--- config.mk ---
export PLATFORM = sky130hd
export DESIGN_NAME = fp16_align_flat
export DESIGN_NICKNAME = d
export VERILOG_FILES = /design/src/rtl/fp16_pkg.sv /design/src/rtl/fp16_align_if.sv /design/src/rtl/fp16_unpack.sv /design/src/rtl/fp16_align.sv /design/src/flat_wrapper.sv
export SDC_FILE = /design/constraint.sdc
export NUM_CORES = 1
export LEC_CHECK = 0
export ABC_AREA = 1
export CAP_MARGIN = 25
export CORE_MARGIN = 4
export CORE_UTILIZATION = 51
export DETAILED_ROUTE_END_ITERATION = 10
export HOLD_SLACK_MARGIN = 0.15
export PLACE_DENSITY = 0.86
export RECOVER_POWER = 50
export SYNTH_ARGS = -nofsm -noshare
export SYNTH_HDL_FRONTEND = slang
export SYNTH_SLANG_ARGS = --single-unit
--- constraint.sdc ---
create_clock -name clk -period 1.8 [get_ports clk]
set_input_delay 0.36 -clock clk [delete_from_list [all_inputs] [get_ports clk]]
set_output_delay 0.36 -clock clk [all_outputs]
set_load 0.02 [all_outputs]
--- src/rtl/fp16_pkg.sv ---
// Shared binary16 constants, operand struct and alignment FSM states.
// Consumed by fp16_unpack and fp16_align via import fp16_pkg::*.
package fp16_pkg;

  localparam int EXP_W     = 5;
  localparam int FRAC_W    = 10;
  localparam int MANT_W    = 11;
  localparam int MAX_SHIFT = 13;

  typedef struct packed {
    logic              sign;
    logic [EXP_W-1:0]  exp;
    logic [FRAC_W-1:0] frac;
  } fp16_t;

  typedef enum logic [1:0] {
    IDLE,
    SHIFT,
    DONE
  } align_state_t;

  function automatic logic [MANT_W-1:0] sig_of(fp16_t x);
    return {|x.exp, x.frac};
  endfunction

  // Subnormals share exponent 1 with the smallest normals.
  function automatic logic [EXP_W-1:0] eff_exp(fp16_t x);
    return (x.exp == '0) ? EXP_W'(1) : x.exp;
  endfunction

endpackage

--- src/rtl/fp16_align_if.sv ---
// Operand/result handshake bundle for fp16_align.
// grs exists only when FP16_ALIGN_STICKY_EN is defined.
interface fp16_align_if;

  logic        in_valid;
  logic        in_ready;
  logic [15:0] op_a;
  logic [15:0] op_b;
  logic        sub;
  logic        out_valid;
  logic        out_ready;
  logic [10:0] mant_big;
  logic [10:0] mant_small;
  logic [4:0]  exp_out;
  logic        sign_out;
  logic        sum_add;
  logic        special;
`ifdef FP16_ALIGN_STICKY_EN
  logic [2:0]  grs;
`endif

  modport master (
    output in_valid, op_a, op_b, sub, out_ready,
    input  in_ready, out_valid, mant_big, mant_small,
    input  exp_out, sign_out, sum_add, special
`ifdef FP16_ALIGN_STICKY_EN
    , input grs
`endif
  );

  modport slave (
    input  in_valid, op_a, op_b, sub, out_ready,
    output in_ready, out_valid, mant_big, mant_small,
    output exp_out, sign_out, sum_add, special
`ifdef FP16_ALIGN_STICKY_EN
    , output grs
`endif
  );

endinterface

--- src/rtl/fp16_unpack.sv ---
// Combinational unpack, magnitude compare and big/small swap
// of two binary16 operands ahead of exponent alignment.
module fp16_unpack
  import fp16_pkg::*;
(
  input  fp16_t             a,
  input  fp16_t             b,
  input  logic              sub,
  output logic [MANT_W-1:0] mant_big,
  output logic [MANT_W-1:0] mant_small,
  output logic [EXP_W-1:0]  exp_big,
  output logic [EXP_W-1:0]  diff,
  output logic              sign,
  output logic              sum_add,
  output logic              special
);

  logic             a_big;
  logic [EXP_W-1:0] exp_small;

  // Ties keep A as the big operand.
  assign a_big = {a.exp, a.frac} >= {b.exp, b.frac};

  assign mant_big   = a_big ? sig_of(a) : sig_of(b);
  assign mant_small = a_big ? sig_of(b) : sig_of(a);
  assign exp_big    = a_big ? eff_exp(a) : eff_exp(b);
  assign exp_small  = a_big ? eff_exp(b) : eff_exp(a);
  assign diff       = exp_big - exp_small;

  assign sign    = a_big ? a.sign : (b.sign ^ sub);
  assign sum_add = a.sign ^ b.sign ^ sub;
  assign special = (&a.exp) | (&b.exp);

endmodule

--- src/rtl/fp16_align.sv ---
// FP16 exponent alignment: serial right shifter under an IDLE/SHIFT/DONE FSM.
// Define FP16_ALIGN_STICKY_EN to keep guard/round/sticky bits on grs.
module fp16_align #(
  parameter int MANT_W    = 11,
  parameter int MAX_SHIFT = 13
) (
  input  logic         clk,
  input  logic         rst_n,
  fp16_align_if.slave  io
);

  import fp16_pkg::*;

  localparam int CNT_W = $clog2(MAX_SHIFT + 1);

  fp16_t               a;
  fp16_t               b;
  logic [MANT_W-1:0]   u_big;
  logic [MANT_W-1:0]   u_small;
  logic [EXP_W-1:0]    u_exp;
  logic [EXP_W-1:0]    u_diff;
  logic                u_sign;
  logic                u_sum_add;
  logic                u_special;
  logic [CNT_W-1:0]    cnt_in;

  align_state_t        state_q;
  align_state_t        state_d;
  logic                take;

  logic [MANT_W-1:0]   big_q;
  logic [MANT_W-1:0]   small_q;
  logic [EXP_W-1:0]    exp_q;
  logic                sign_q;
  logic                sum_add_q;
  logic                special_q;
  logic [CNT_W-1:0]    cnt_q;
`ifdef FP16_ALIGN_STICKY_EN
  logic [2:0]          grs_q;
`endif

  assign a = io.op_a;
  assign b = io.op_b;

  fp16_unpack u_unpack (
    .a          (a),
    .b          (b),
    .sub        (io.sub),
    .mant_big   (u_big),
    .mant_small (u_small),
    .exp_big    (u_exp),
    .diff       (u_diff),
    .sign       (u_sign),
    .sum_add    (u_sum_add),
    .special    (u_special)
  );

  assign cnt_in = (u_diff > EXP_W'(MAX_SHIFT))
                ? CNT_W'(MAX_SHIFT)
                : CNT_W'(u_diff);

  assign take = (state_q == IDLE) && io.in_valid;

  always_ff @(posedge clk or negedge rst_n) begin
    if (!rst_n) state_q <= IDLE;
    else        state_q <= state_d;
  end

  always_comb begin
    state_d = state_q;
    unique case (1'b1)
      (state_q == IDLE): begin
        if (io.in_valid)
          state_d = (u_special || cnt_in == '0) ? DONE : SHIFT;
      end
      (state_q == SHIFT): begin
        if (cnt_q == CNT_W'(1)) state_d = DONE;
      end
      (state_q == DONE): begin
        if (io.out_ready) state_d = IDLE;
      end
      default: state_d = IDLE;
    endcase
  end

  always_ff @(posedge clk or negedge rst_n) begin
    if (!rst_n) begin
      big_q     <= '0;
      small_q   <= '0;
      exp_q     <= '0;
      sign_q    <= 1'b0;
      sum_add_q <= 1'b0;
      special_q <= 1'b0;
      cnt_q     <= '0;
`ifdef FP16_ALIGN_STICKY_EN
      grs_q     <= '0;
`endif
    end else if (take) begin
      big_q     <= u_big;
      small_q   <= u_small;
      exp_q     <= u_exp;
      sign_q    <= u_sign;
      sum_add_q <= u_sum_add;
      special_q <= u_special;
      cnt_q     <= u_special ? '0 : cnt_in;
`ifdef FP16_ALIGN_STICKY_EN
      grs_q     <= '0;
`endif
    end else if (state_q == SHIFT) begin
      small_q <= small_q >> 1;
      cnt_q   <= cnt_q - CNT_W'(1);
`ifdef FP16_ALIGN_STICKY_EN
      grs_q   <= {small_q[0], grs_q[2], grs_q[1] | grs_q[0]};
`endif
    end
  end

  assign io.in_ready   = (state_q == IDLE);
  assign io.out_valid  = (state_q == DONE);
  assign io.mant_big   = big_q;
  assign io.mant_small = small_q;
  assign io.exp_out    = exp_q;
  assign io.sign_out   = sign_q;
  assign io.sum_add    = sum_add_q;
  assign io.special    = special_q;
`ifdef FP16_ALIGN_STICKY_EN
  assign io.grs        = grs_q;
`endif

endmodule

--- src/flat_wrapper.sv ---
// flat-port wrapper written by rule: the top's interface ports become plain ports
module fp16_align_flat import fp16_pkg::*;
#(
  parameter int MANT_W    = 11,
  parameter int MAX_SHIFT = 13
)
  (clk, rst_n, io_in_valid, io_op_a, io_op_b, io_sub, io_out_ready, io_in_ready, io_out_valid, io_mant_big, io_mant_small, io_exp_out, io_sign_out, io_sum_add, io_special);
  fp16_align_if io_i ();
  input  logic clk;
  input  logic rst_n;
  input wire logic [$bits(io_i.in_valid)-1:0] io_in_valid;
  input wire logic [$bits(io_i.op_a)-1:0] io_op_a;
  input wire logic [$bits(io_i.op_b)-1:0] io_op_b;
  input wire logic [$bits(io_i.sub)-1:0] io_sub;
  input wire logic [$bits(io_i.out_ready)-1:0] io_out_ready;
  output wire logic [$bits(io_i.in_ready)-1:0] io_in_ready;
  output wire logic [$bits(io_i.out_valid)-1:0] io_out_valid;
  output wire logic [$bits(io_i.mant_big)-1:0] io_mant_big;
  output wire logic [$bits(io_i.mant_small)-1:0] io_mant_small;
  output wire logic [$bits(io_i.exp_out)-1:0] io_exp_out;
  output wire logic [$bits(io_i.sign_out)-1:0] io_sign_out;
  output wire logic [$bits(io_i.sum_add)-1:0] io_sum_add;
  output wire logic [$bits(io_i.special)-1:0] io_special;
  assign io_i.in_valid = io_in_valid;
  assign io_i.op_a = io_op_a;
  assign io_i.op_b = io_op_b;
  assign io_i.sub = io_sub;
  assign io_i.out_ready = io_out_ready;
  assign io_in_ready = io_i.in_ready;
  assign io_out_valid = io_i.out_valid;
  assign io_mant_big = io_i.mant_big;
  assign io_mant_small = io_i.mant_small;
  assign io_exp_out = io_i.exp_out;
  assign io_sign_out = io_i.sign_out;
  assign io_sum_add = io_i.sum_add;
  assign io_special = io_i.special;
  fp16_align #(.MANT_W(MANT_W), .MAX_SHIFT(MAX_SHIFT)) u_core (.clk(clk), .rst_n(rst_n), .io(io_i));
endmodule
==> changes_impl.md <==
### Metrics

- Max_cap viols: 0
- Vias/cell: between 6 and 7
- Crit path buffers/inverters: 3
- GRT met1 Usage: 0.3704
- Die H: between 80 and 90 µm
- Antenna violations before repair: 0
- Worst r2r src: u_core.state_q[0]
- DR DRC count: 0
- Antenna viol nets, final: 0
- Failing checks: setup timing
- Top cells excl fill/tap: buf_4 (81), inv_1 (40), nand2_1 (40)
- Number of enable flip-flop cells: 0
- Worst Slack Setup Final: -1150 ps
- Fp_density: 0.5351
- Worst-case reg-to-reg path depth: 8
- Max Slew Vio Count: 0
- Top cells by area: dfrtp_1 (30%), ha_1 (8.8%), o21ai_2 (8.2%)
- Outcome: finished with violations
- Pleak: between 2 and 2.5 nW
- # setup viols final: 29
- Xor/xnor share: 0.01762
- Core area: 5574 µm²
- Mux cell area share after synthesis: 0
- Routability Congestion: 0.8673
- # hold bufs at CTS: 0
- Worst setup path startpoint: io_op_b[4]
- Seq pwr share: 0.227
- CP cell instances: buf_6 -> inv_2 -> ha_4 -> nand2_4 -> nand2_4 -> nand2_2 -> nand3_2 -> nand2_2 -> nand3_4 -> nand2_8 -> nand2_4 -> o21ai_4 -> ha_2 -> inv_2 -> fa_2 -> nand3_2 -> nand2_4 -> xor2_4 -> nor2_1 -> nand2_1 -> a31o_2
- Worst hold path type: in2reg
- Gate Area: 2367 µm²
- Cell mode on critical path: nand2_4
- Cell area after synthesis: roughly 3000 µm²
- Fraction of registers with async set/reset: 1.000
- CTS tree: yes
- Tool warning count: 31
- Clock Network Area Fraction: 0.02119
- End of the critical path: u_core.state_q[0]
- Fin crit period: ~3000 ps
- First-pass GRT wire length: 17,970 µm
- Worst-margin pin slew: approximately 1000 ps
- FFs & Latches: 36
- Int Power: 3.536 mW
- Yosys Instances: approximately 400
- Final period util: 1.639
- Clock buffer count: 6
- Clock transition at the registers of the reported paths: 80 ps
- Slew HR: 0.3335
- Net load switching power: roughly 3.3 mW
- Layout Nets: 598
- Peak VDD IR: between 1 and 1.5 mV
- WL per Instance: 24.34 µm
- Basic Gates by Area: 0.2731
- GR peak layer: met2
- Area-dominant class: multi-input combinational cells
stage by stage:
stage	cells	TNS (ps)	setup WS [ps]
2_1_floorplan	391	-4909	-931.0
3_3_place_gp	576	-24470	-1562
3_5_place_dp	576	-26670	-1705
4_1_cts	603	-4873	-889.5
5_1_grt	612	-8822	-1194
6_report	612	-8191	-1150
power groups by stage:
| stage | Sequential (mW) | Combinational, mW | Clock, mW |
|---|---|---|---|
| after floorplan | 1.88 | 1.81 | 0 |
| after global placement | 1.48 | 3.51 | 0 |
| after detailed placement | 1.51 | 3.63 | 0 |
| after CTS | 1.50 | 3.78 | 0.741 |
| after global routing | 1.57 | 4.68 | 0.795 |
| final | 1.55 | 4.49 | 0.771 |
state kept, by name, summed over array words and instances (netlist names):
register,cells
u_core.cnt_q,4
u_core.io.exp_out,5
u_core.io.mant_big,11
u_core.io.mant_small,11
u_core.io.sign_out,1
u_core.io.special,1
u_core.io.sum_add,1
u_core.state_q,2
synthesized netlist by cell type, types with 2 or more instances:
| cell type | count |
|---|---|
| inv_1 | 64 |
| nand2_1 | 64 |
| dfrtp_1 | 36 |
| nand3_1 | 30 |
| o21ai_2 | 28 |
| nor2_1 | 22 |
| ha_1 | 21 |
| a21oi_1 | 18 |
| nand4_1 | 18 |
| o21ai_0 | 17 |
| or2_2 | 11 |
| buf_2 | 7 |
| o21ai_1 | 6 |
| nand2_2 | 5 |
| xor2_1 | 5 |
| buf_6 | 4 |
| nor2_2 | 3 |
| nor3_1 | 3 |
| o211ai_2 | 3 |
| a22oi_1 | 2 |
| clkbuf_1 | 2 |
| inv_2 | 2 |
| nor2_4 | 2 |
**Gate families picked out**

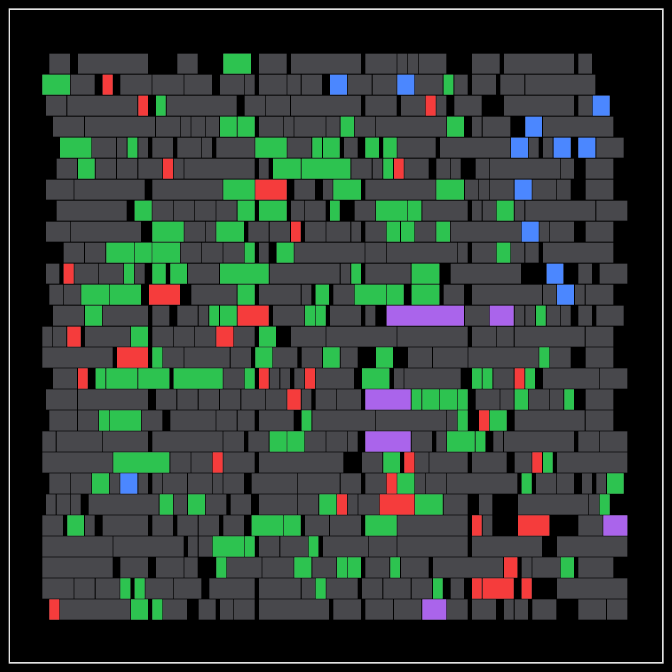
red -> nor cells  # cells 32, where widely spread
green -> nand cells  # cells 121
blue -> and/or cells  # cells 12, where top right
purple -> xor and xnor cells  # cells 6
final std cells w/o fill: 612
Comb area share: 0.4662
Top cell excl fill/tap: buf_4

**Cells colored by class**

Scale bar: 20 µm.
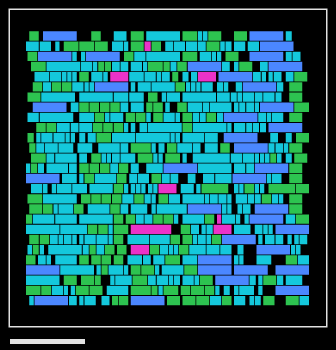
cyan -> remaining logic cells  # cells 340
magenta -> clock drivers and dummy loads  # cells 8
green -> remaining buffers and delay cells  # cells 156
blue -> registers  # cells 36

**Sequential cells colored by netlist name**

Scale bar: 20 µm. Other sequential cells in the stronger gray, the rest of the logic in the fainter gray.
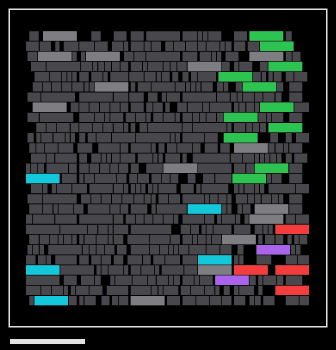
cyan -> u_core.io.exp_out  # sequential cells 5
purple -> u_core.state_q  # sequential cells 2
red -> u_core.cnt_q  # sequential cells 4, where bottom right
green -> u_core.io.mant_small  # sequential cells 11

Power and IR drop assume default switching activity.
